File: src/rtl/pipe_ctrl_pkg.sv
// Shared types and constants for the pipeline sequencer.
// Holds the sequencer state encoding and the hard-wired zero register specifier.
package pipe_ctrl_pkg;

    localparam int PC_REG_W = 4;

    localparam logic [PC_REG_W-1:0] ZERO_REG = 4'd0;

    typedef enum logic [1:0] {
        ST_RUN    = 2'd0,
        ST_DRAIN  = 2'd1,
        ST_HALTED = 2'd2
    } pc_state_e;

endpackage

File: src/rtl/pipe_ctrl_sat_cnt.sv
// Width-parameterised up-counter that sticks at all-ones, with a synchronous clear
// that takes priority over the increment.
module sat_cnt #(
    parameter int W = 8
) (
    input  logic         clk,
    input  logic         rst_n,
    input  logic         clr_i,
    input  logic         inc_i,
    output logic [W-1:0] cnt_o
);

    logic [W-1:0] cnt_q;
    logic [W-1:0] cnt_d;

    // Next count: clear, saturating increment, or hold
    always_comb begin
        cnt_d = cnt_q;
        if (clr_i) begin
            cnt_d = {W{1'b0}};
        end else if (inc_i && (cnt_q != {W{1'b1}})) begin
            cnt_d = cnt_q + W'(1);
        end else begin
            cnt_d = cnt_q;
        end
    end

    // Count register
    always_ff @(posedge clk or negedge rst_n) begin
        if (!rst_n) begin
            cnt_q <= {W{1'b0}};
        end else begin
            cnt_q <= cnt_d;
        end
    end

    assign cnt_o = cnt_q;

endmodule

File: src/rtl/pipe_ctrl.sv
// Central sequencer for the 5-stage pipeline: per-register hold/flush controls, PC enable,
// load-use / branch / memory-wait / halt handling, stall statistics and dmem timeout flag.
module pipe_ctrl
    import pipe_ctrl_pkg::*;
#(
    parameter int REG_W      = 4,
    parameter int CNT_W      = 16,
    parameter int DM_TIMEOUT = 64
) (
    input  logic             clk,
    input  logic             rst_n,
    input  logic [REG_W-1:0] id_rs,
    input  logic [REG_W-1:0] id_rt,
    input  logic             id_rs_vld,
    input  logic             id_rt_vld,
    input  logic             id_hlt,
    input  logic             ex_dm_rd_en,
    input  logic             ex_rf_we,
    input  logic [REG_W-1:0] ex_wr_reg,
    input  logic             mem_take_br,
    input  logic             mem_dm_req,
    input  logic             dmem_rdy,
    input  logic             imem_rdy,
    input  logic             wb_hlt,
    input  logic             stat_clr,
    output logic             pc_we,
    output logic             pc_sel_alt,
    output logic             if_id_we,
    output logic             id_ex_we,
    output logic             ex_mem_we,
    output logic             mem_wb_we,
    output logic             if_id_flush,
    output logic             id_ex_flush,
    output logic             ex_mem_flush,
    output logic             halted,
    output logic [CNT_W-1:0] stall_cnt,
    output logic             mem_err
);

    localparam int WAIT_W = $clog2(DM_TIMEOUT + 1);

    pc_state_e state_q;
    pc_state_e state_d;
    logic      mem_err_q;
    logic      mem_err_d;

    logic pc_we_s, pc_sel_alt_s;
    logic if_id_we_s, id_ex_we_s, ex_mem_we_s, mem_wb_we_s;
    logic if_id_flush_s, id_ex_flush_s, ex_mem_flush_s;
    logic dm_wait_s, dm_frz_s, load_use_s, stall_inc_s;
    logic [WAIT_W-1:0] wait_cnt_s;

    assign dm_wait_s  = mem_dm_req & ~dmem_rdy;
    assign load_use_s = ex_dm_rd_en & ex_rf_we & (ex_wr_reg != REG_W'(ZERO_REG)) &
                        ((id_rs_vld & (id_rs == ex_wr_reg)) |
                         (id_rt_vld & (id_rt == ex_wr_reg)));

    // Control decode and next state by priority: dmem wait, branch, load-use, imem wait, halt
    always_comb begin
        state_d        = state_q;
        pc_we_s        = 1'b1;
        pc_sel_alt_s   = 1'b0;
        if_id_we_s     = 1'b1;
        id_ex_we_s     = 1'b1;
        ex_mem_we_s    = 1'b1;
        mem_wb_we_s    = 1'b1;
        if_id_flush_s  = 1'b0;
        id_ex_flush_s  = 1'b0;
        ex_mem_flush_s = 1'b0;
        case (state_q)
            ST_RUN, ST_DRAIN: begin
                if (dm_wait_s) begin
                    pc_we_s     = 1'b0;
                    if_id_we_s  = 1'b0;
                    id_ex_we_s  = 1'b0;
                    ex_mem_we_s = 1'b0;
                    mem_wb_we_s = 1'b0;
                end else if (mem_take_br) begin
                    pc_sel_alt_s   = 1'b1;
                    if_id_flush_s  = 1'b1;
                    id_ex_flush_s  = 1'b1;
                    ex_mem_flush_s = 1'b1;
                    state_d        = ST_RUN;
                end else if (state_q == ST_DRAIN) begin
                    pc_we_s       = 1'b0;
                    if_id_flush_s = 1'b1;
                    if (wb_hlt) begin
                        state_d = ST_HALTED;
                    end else begin
                        state_d = ST_DRAIN;
                    end
                end else if (load_use_s) begin
                    pc_we_s       = 1'b0;
                    if_id_we_s    = 1'b0;
                    id_ex_flush_s = 1'b1;
                end else if (!imem_rdy) begin
                    pc_we_s       = 1'b0;
                    if_id_flush_s = 1'b1;
                end else if (id_hlt) begin
                    pc_we_s       = 1'b0;
                    if_id_flush_s = 1'b1;
                    state_d       = ST_DRAIN;
                end else begin
                    state_d = ST_RUN;
                end
            end
            ST_HALTED: begin
                pc_we_s     = 1'b0;
                if_id_we_s  = 1'b0;
                id_ex_we_s  = 1'b0;
                ex_mem_we_s = 1'b0;
                mem_wb_we_s = 1'b0;
            end
            default: begin
                state_d     = ST_RUN;
                pc_we_s     = 1'b0;
                if_id_we_s  = 1'b0;
                id_ex_we_s  = 1'b0;
                ex_mem_we_s = 1'b0;
                mem_wb_we_s = 1'b0;
            end
        endcase
    end

    assign dm_frz_s    = dm_wait_s & (state_q != ST_HALTED);
    assign stall_inc_s = ~pc_we_s & (state_q != ST_HALTED);

    // Sticky timeout flag; a statistics clear beats a same-cycle set
    always_comb begin
        mem_err_d = mem_err_q;
        if (stat_clr) begin
            mem_err_d = 1'b0;
        end else if (wait_cnt_s == WAIT_W'(DM_TIMEOUT)) begin
            mem_err_d = 1'b1;
        end else begin
            mem_err_d = mem_err_q;
        end
    end

    // Sequencer state and error flag
    always_ff @(posedge clk or negedge rst_n) begin
        if (!rst_n) begin
            state_q   <= ST_RUN;
            mem_err_q <= 1'b0;
        end else begin
            state_q   <= state_d;
            mem_err_q <= mem_err_d;
        end
    end

    sat_cnt #(.W(CNT_W)) u_stall_cnt (
        .clk   (clk),
        .rst_n (rst_n),
        .clr_i (stat_clr),
        .inc_i (stall_inc_s),
        .cnt_o (stall_cnt)
    );

    sat_cnt #(.W(WAIT_W)) u_wait_cnt (
        .clk   (clk),
        .rst_n (rst_n),
        .clr_i (~dm_frz_s),
        .inc_i (dm_frz_s),
        .cnt_o (wait_cnt_s)
    );

    // Controls are forced inactive while reset is asserted, independent of the inputs
    assign pc_we        = rst_n & pc_we_s;
    assign pc_sel_alt   = rst_n & pc_sel_alt_s;
    assign if_id_we     = rst_n & if_id_we_s;
    assign id_ex_we     = rst_n & id_ex_we_s;
    assign ex_mem_we    = rst_n & ex_mem_we_s;
    assign mem_wb_we    = rst_n & mem_wb_we_s;
    assign if_id_flush  = rst_n & if_id_flush_s;
    assign id_ex_flush  = rst_n & id_ex_flush_s;
    assign ex_mem_flush = rst_n & ex_mem_flush_s;
    assign halted       = rst_n & (state_q == ST_HALTED);
    assign mem_err      = mem_err_q;

endmodule

File: config.mk
export PLATFORM = sky130hd
export DESIGN_NAME = pipe_ctrl
export DESIGN_NICKNAME = d
export VERILOG_FILES = /design/src/rtl/pipe_ctrl_pkg.sv /design/src/rtl/pipe_ctrl_sat_cnt.sv /design/src/rtl/pipe_ctrl.sv
export SDC_FILE = /design/constraint.sdc
export NUM_CORES = 1
export LEC_CHECK = 0
export CAP_MARGIN = 10
export CORE_ASPECT_RATIO = 0.6
export CORE_MARGIN = 4
export CORE_UTILIZATION = 45
export CTS_CLUSTER_SIZE = 14
export DETAILED_ROUTE_END_ITERATION = 16
export GPL_TIMING_DRIVEN = 0
export HOLD_SLACK_MARGIN = 0.02
export PLACE_DENSITY = 0.78
export SLEW_MARGIN = 20
export SYNTH_ARGS = -nofsm -noshare
export SYNTH_HDL_FRONTEND = slang
export SYNTH_SLANG_ARGS = --single-unit
File: constraint.sdc
create_clock -name clk -period 2.83 [get_ports clk]
set_input_delay 0.566 -clock clk [delete_from_list [all_inputs] [get_ports clk]]
set_output_delay 0.566 -clock clk [all_outputs]
set_load 0.02 [all_outputs]
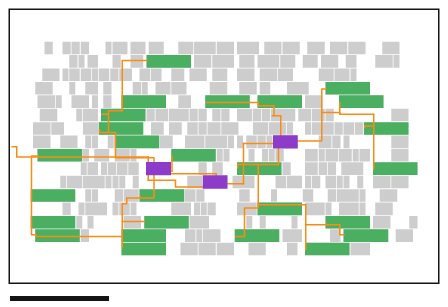
*Routed clock nets over the placement, run 1*
The bar under the picture is 20 um long.
Key: clock drivers = purple [count 3]; clock wires = orange [length 332 um]; flip-flops = green [count 26]
There are 4 routed clock nets.

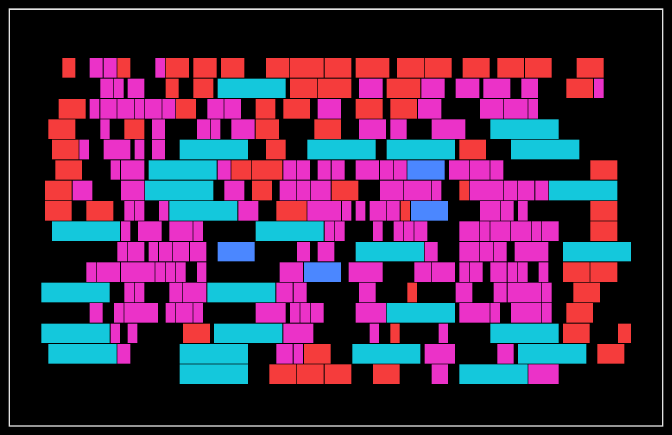
*Placement by cell class, run 1*
Key: clock drivers and dummy loads = blue [cells 4, share of their area 2.4%]; combinational and other logic = magenta [cells 159, share of their area 43%]; other buffers and delay cells = red [cells 63, share of their area 25%]; flops = cyan [cells 26, share of their area 29%]

==> summary.txt, run 1 <==
The synthesis and place-and-route flow finished, so here is a summary.

The total non-filler cell area in the finished layout came out at 2320 um^2. The buffer-and-inverter tally for the worst setup path came out at 3. The tool flagged a number of max-cap violations equal to 0. The power density over the cells came out at 442 nW/um^2. The number of setup violations in the final report is 0. The number of nets in the layout is 281. The type of destination of the critical path is an output pin. The largest stage delay on the critical path is 0.44 ns.

The core box area is about 3400 um^2. The detailed router finished its first iteration with 145 violations. Looking at the reg2reg group, the worst path ends at u_stall_cnt.cnt_o[7]. The final critical-path share of the clock period came out at between 90% and 100%. The layout report lists the combined flip-flop and latch area as 651 um^2. The detailed-routing iteration count for the pre-antenna-repair pass is 4. The worst slew slack as a fraction of its limit is between 50 and 60%. Counting flops with a built-in enable in the synthesized netlist gives 0. Once layout is complete, the cells apart from fillers number a little under 300. The largest driver fanout on the critical path is 6. The boundary pin count came out at around 52. The area share of the leading cell type in the synthesized netlist is between 30% and 40%. The initial antenna violation count was 0. The flow ran to the end, and the final reports show no timing, DRC or antenna violations.

In the final run the clock tree shows a worst skew of 0.00816 ns. By area the synthesized netlist is led by sky130_fd_sc_hd__dfrtp_1 39%, sky130_fd_sc_hd__nor2_1 6.0%, sky130_fd_sc_hd__a21oi_1 4.8%, sky130_fd_sc_hd__mux2_1 4.7%, sky130_fd_sc_hd__xor2_1 4.7%. The final tally of max-slew violations came out at 0. The hold violation count in the final report came out at 0. The depth of the worst register-to-register path is 7. The number of flip-flops and latches in the synthesized netlist is 26. The via-per-instance ratio came out at 5.50. The TritonCTS clock tree is built.

Once placement finished, the instance area stood at 2240 um^2. Listed in order, past its start point the critical path passes clkdlybuf4s50_1 > and2b_1 > nor2_1 > nand2_2 > nor2_2 > buf_4 > dlygate4sd2_1. The total leakage power came out at ~1.0 nW. The post-synthesis cell type with the largest instance count is sky130_fd_sc_hd__nor2_1. Counting along the longest clock path gives a buffer depth of 2. For this configuration, the core starts out at a cell density of 49.0%. According to the hold report, the worst path is of the in2async type. For the pin with the worst max-slew slack, the measured transition is 0.624 ns. The number of buffers added on ports came out at 51. The first global-routing pass estimated approximately 7100 um of wire.

The number of different library cells in the post-synthesis netlist is 36.
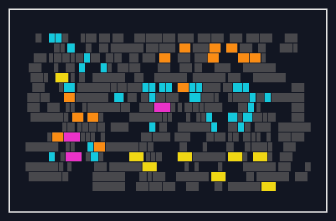
*Gate-type map, run 1*
Key: adder and majority cells = magenta [cells 3, most used ha_1]; XOR/XNOR gates = orange [cells 13, most used xor2_1]; multiplexers = yellow [cells 8, most used mux2_1]; inverting AOI/OAI gates = cyan [cells 30, most used a21oi_1]

-- run 1: routing by layer --
layer,global-route usage [%],vias to the layer above,wire length [um]
met5,0,-,0
met4,2.44,0,18
met3,3.57,6,213
met2,27.0,44,1900
met1,27.0,782,2100
li1,-,801,-
-- run 1: metrics by stage --
step	hold slack, ns	util [%]	TNS, ns
3_3_place_gp	0.492	65.6	-9.39
5_1_grt	0.344	67.7	-0.00615
4_1_cts	0.314	66.8	0
3_5_place_dp	0.503	65.5	-3.30
2_1_floorplan	0.270	-	0
6_report	0.296	67.7	0
-- run 1: registers in the layout (all words and copies together) (netlist names) --
| register | count |
|---|---|
| state_q | 2 |
| mem_err | 1 |
| u_stall_cnt.cnt_o | 16 |
| u_wait_cnt.cnt_o | 7 |
-- run 1: cells in the final DEF (no fill, tap or decap), drive strengths merged, types with 2 or more instances in the layout --
| cell type | synthesis | layout |
|---|---|---|
| nor4b | 2 | 2 |
| clkdlybuf4s50 | 0 | 37 |
| a31oi | 2 | 2 |
| clkbuf | 4 | 9 |
| and3 | 2 | 2 |
| nor3 | 5 | 5 |
| mux2 | 7 | 7 |
| dfrtp | 26 | 26 |
| nor2b | 8 | 8 |
| nor2 | 27 | 27 |
| nand2 | 20 | 20 |
| o31ai | 4 | 4 |
| nor4 | 5 | 5 |
| dlymetal6s2s | 0 | 4 |
| xnor2 | 4 | 4 |
| o21ai | 6 | 6 |
| or4 | 4 | 4 |
| dlygate4sd2 | 0 | 5 |
| buf | 5 | 12 |
| or3 | 5 | 5 |
| xor2 | 9 | 9 |
| inv | 8 | 8 |
| nand3 | 8 | 8 |
| nand4 | 5 | 5 |
| a21oi | 16 | 16 |
| ha | 3 | 3 |
-- run 1: timing repair --
action                     CTS  global route
setup buffers                1             2
setup endpoints to repair    9            14
resized                     19             9
pin swaps                    3             4
-- run 1: how the worst max path moves through the flow --
stage / start / to / cells after the start
5_1_grt: dmem_rdy / pc_sel_alt / 7
3_5_place_dp: ex_wr_reg[0] / id_ex_flush / 8
6_report: dmem_rdy / pc_sel_alt / 7
4_1_cts: ex_wr_reg[0] / pc_we / 8
3_3_place_gp: rst_n / pc_sel_alt / 5
2_1_floorplan: ex_wr_reg[0] / u_stall_cnt.cnt_o[11] / 8
-- run 1: logic make-up after synthesis --
logic type	count (synthesis)	share of synthesized area (%)
AND-OR/OR-AND	31	10.7
flip-flops	26	38.7
multiplexers	8	5.29
XOR/XNOR	13	6.78
AND/OR/NAND/NOR	96	30.9
buffers and inverters	17	5.36
adder cells (fa/ha/maj)	3	2.24
-- run 1: final cells by class --
type                       count  share of cell area, %
buffer                         9                   2.59
clock buffer                   4                   2.38
inverter                       8                   1.30
multi-input combinational    151                   41.0
sequential                    26                   28.1
tap                           45                   2.43
timing repair buffer          54                   22.2
-- run 1: where the power goes --
part,internal (W),switching (W)
sequential,0.000394,0.0000291
clock,0.000124,0.000117
combinational,0.000154,0.000205
total,0.000672,0.000351
### Clock wiring as the flow saved it, run 1

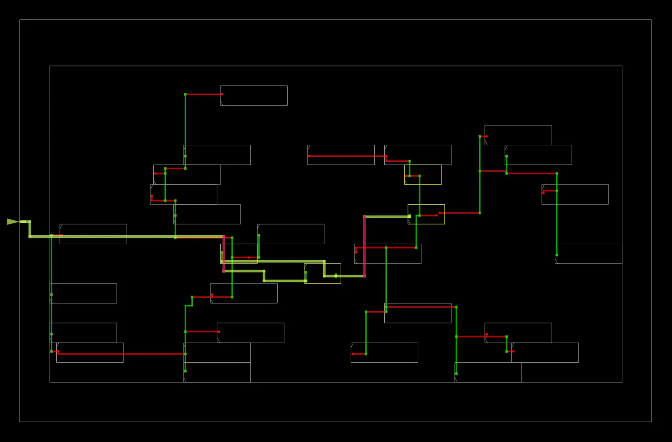

==> run 1 -> run 2 <==
CORE_UTILIZATION = 39   (was 45)
PLACE_DENSITY = 0.69   (was 0.78)
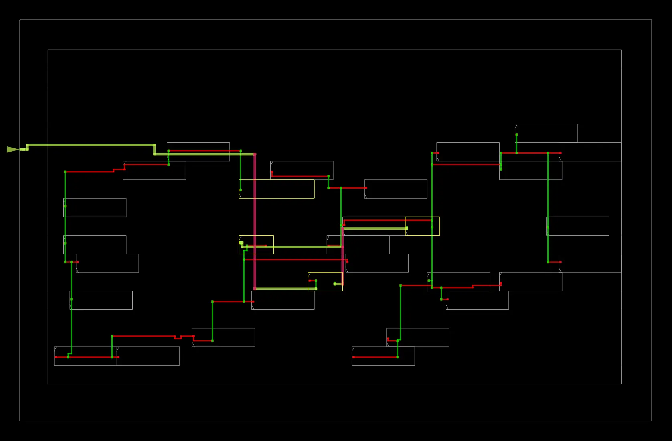
*Clock wiring as the flow saved it, run 2*
total of clock buffers placed in the layout: 3
number of flip-flops and latches: 26
Num CTS Buffers: 3

==> summary.txt, run 2 <==
The synthesis and place-and-route flow finished, so here is a summary.

The wire length of the first global-routing pass came out at roughly 6900 um. The number of flops mapped to enable cells by yosys came out at 0. The largest driver fanout on the critical path is 5. The deepest clock path buffer count came out at 2. As logged by OpenROAD, the buffers inserted on ports number 51.

Per the OpenROAD power report, leakage power amounts to between 0.9 and 1 nW. The flow ran to the end, and the final reports show no timing, DRC or antenna violations. Sorting the synthesis cell report by count puts at the top sky130_fd_sc_hd__nor2_1. The share of the core filled with cells in the final layout came out at 56.5%.

Per the post-run analysis, buffers plus inverters along the critical path come to 2. The most common cell after layout, fill and taps aside is sky130_fd_sc_hd__clkdlybuf4s50_1. The main area contributors are sky130_fd_sc_hd__dfrtp_1 39%, sky130_fd_sc_hd__nor2_1 6.0%, sky130_fd_sc_hd__a21oi_1 4.8%, sky130_fd_sc_hd__mux2_1 4.7%, sky130_fd_sc_hd__xor2_1 4.7%. The transition time recorded at the tightest slew-check pin is 0.620 ns. The final timing report lists a hold violation count of 0.

The initial antenna violation count is 0. The final tally of max-slew violations came out at 0. The violation count after the first detailed-route iteration came out at approximately 70.

The number of flip-flops and latches in the synthesized netlist came out at 26. Traced cell by cell, the critical path runs through clkdlybuf4s50_1 > xor2_1 > nor3_2 > nand4_1 > nand2_1 > nand2b_1 > a21oi_1 > buf_4. After layout, the setup clock skew is reported as 0.00744 ns. Per the summary, power density relative to cell area is 471 nW/um^2. The number of maximum-capacitance constraint violations is 0. The area share of the leading cell type in the synthesized netlist came out at 38.7%.

Per the detail_route report, vias per standard cell equal 4.96.
run 2: routing by layer:
| layer | track usage (%) | vias to the layer above | part of all wire, % |
|---|---|---|---|
| li1 | - | 793 | - |
| met2 | 21.8 | 28 | 42 |
| met3 | 4.34 | 5 | 4.8 |
| met1 | 24.8 | 707 | 53 |
| met4 | 3.13 | 0 | 0.66 |
| met5 | 0 | - | 0 |
run 2: report_power, final:
group | switching [W] | leakage [nW] | total, W | internal (W)
logic | 0.000203 | 0.594 | 0.000357 | 0.000154
registers | 0.0000306 | 0.360 | 0.000424 | 0.000394
clock network | 0.000125 | 0.0357 | 0.000315 | 0.000189
run 2: how the worst max path moves through the flow:
stage | start | end | slack [ns] | cells past startpoint
global route | id_rs[2] | id_ex_flush | 0.03 | 8
CTS | ex_wr_reg[0] | if_id_we | 0.005 | 7
floorplan | ex_wr_reg[0] | u_stall_cnt.cnt_o[11] | 0.60 | 8
global placement | rst_n | pc_sel_alt | -1.06 | 5
finish | id_rs[2] | id_ex_flush | 0.17 | 8
detailed placement | ex_wr_reg[0] | id_ex_flush | -0.37 | 8
run 2: what timing repair did:
item	4_1_cts	5_1_grt
setup endpoints to repair	9	9
resized	15	12
pin swaps	1	3
buffers inserted	0	0
endpoints found under the hold margin	0	0
run 2: through the flow:
| stage | std cells | worst slack, ns | power [W] | area, um^2 | hold slack (ns) |
|---|---|---|---|---|---|
| 3_5_place_dp | 305 | -0.368 | 0.000802 | 2260 | 0.500 |
| 5_1_grt | 309 | 0.0252 | 0.00116 | 2330 | 0.341 |
| 4_1_cts | 309 | 0.00539 | 0.00110 | 2320 | 0.315 |
| 2_1_floorplan | 194 | 0.596 | 0.000641 | 1680 | 0.270 |
| 3_3_place_gp | 305 | -1.06 | 0.000800 | 2260 | 0.492 |
| 6_report | 309 | 0.169 | 0.00110 | 2330 | 0.290 |
run 2: final cells by class:
type	count	area [um^2]	share of cell area [%]
buffer	9	60.1	2.58
clock buffer	3	41.3	1.77
clock inverter	1	30.0	1.29
inverter	8	30.0	1.29
multi-input combinational	151	952	40.9
sequential	26	651	27.9
tap	60	75.1	3.22
timing repair buffer	51	489	21.0
run 2: cell families after synthesis:
kind of cell,Yosys count,synth area share (%)
mux,8,5.29
flops,26,38.7
simple gates,96,30.9
xor+xnor,13,6.78
buf+inv,17,5.36
fa+ha+maj,3,2.24
compound gates,31,10.7
Power is estimated from default activity; no workload was simulated.
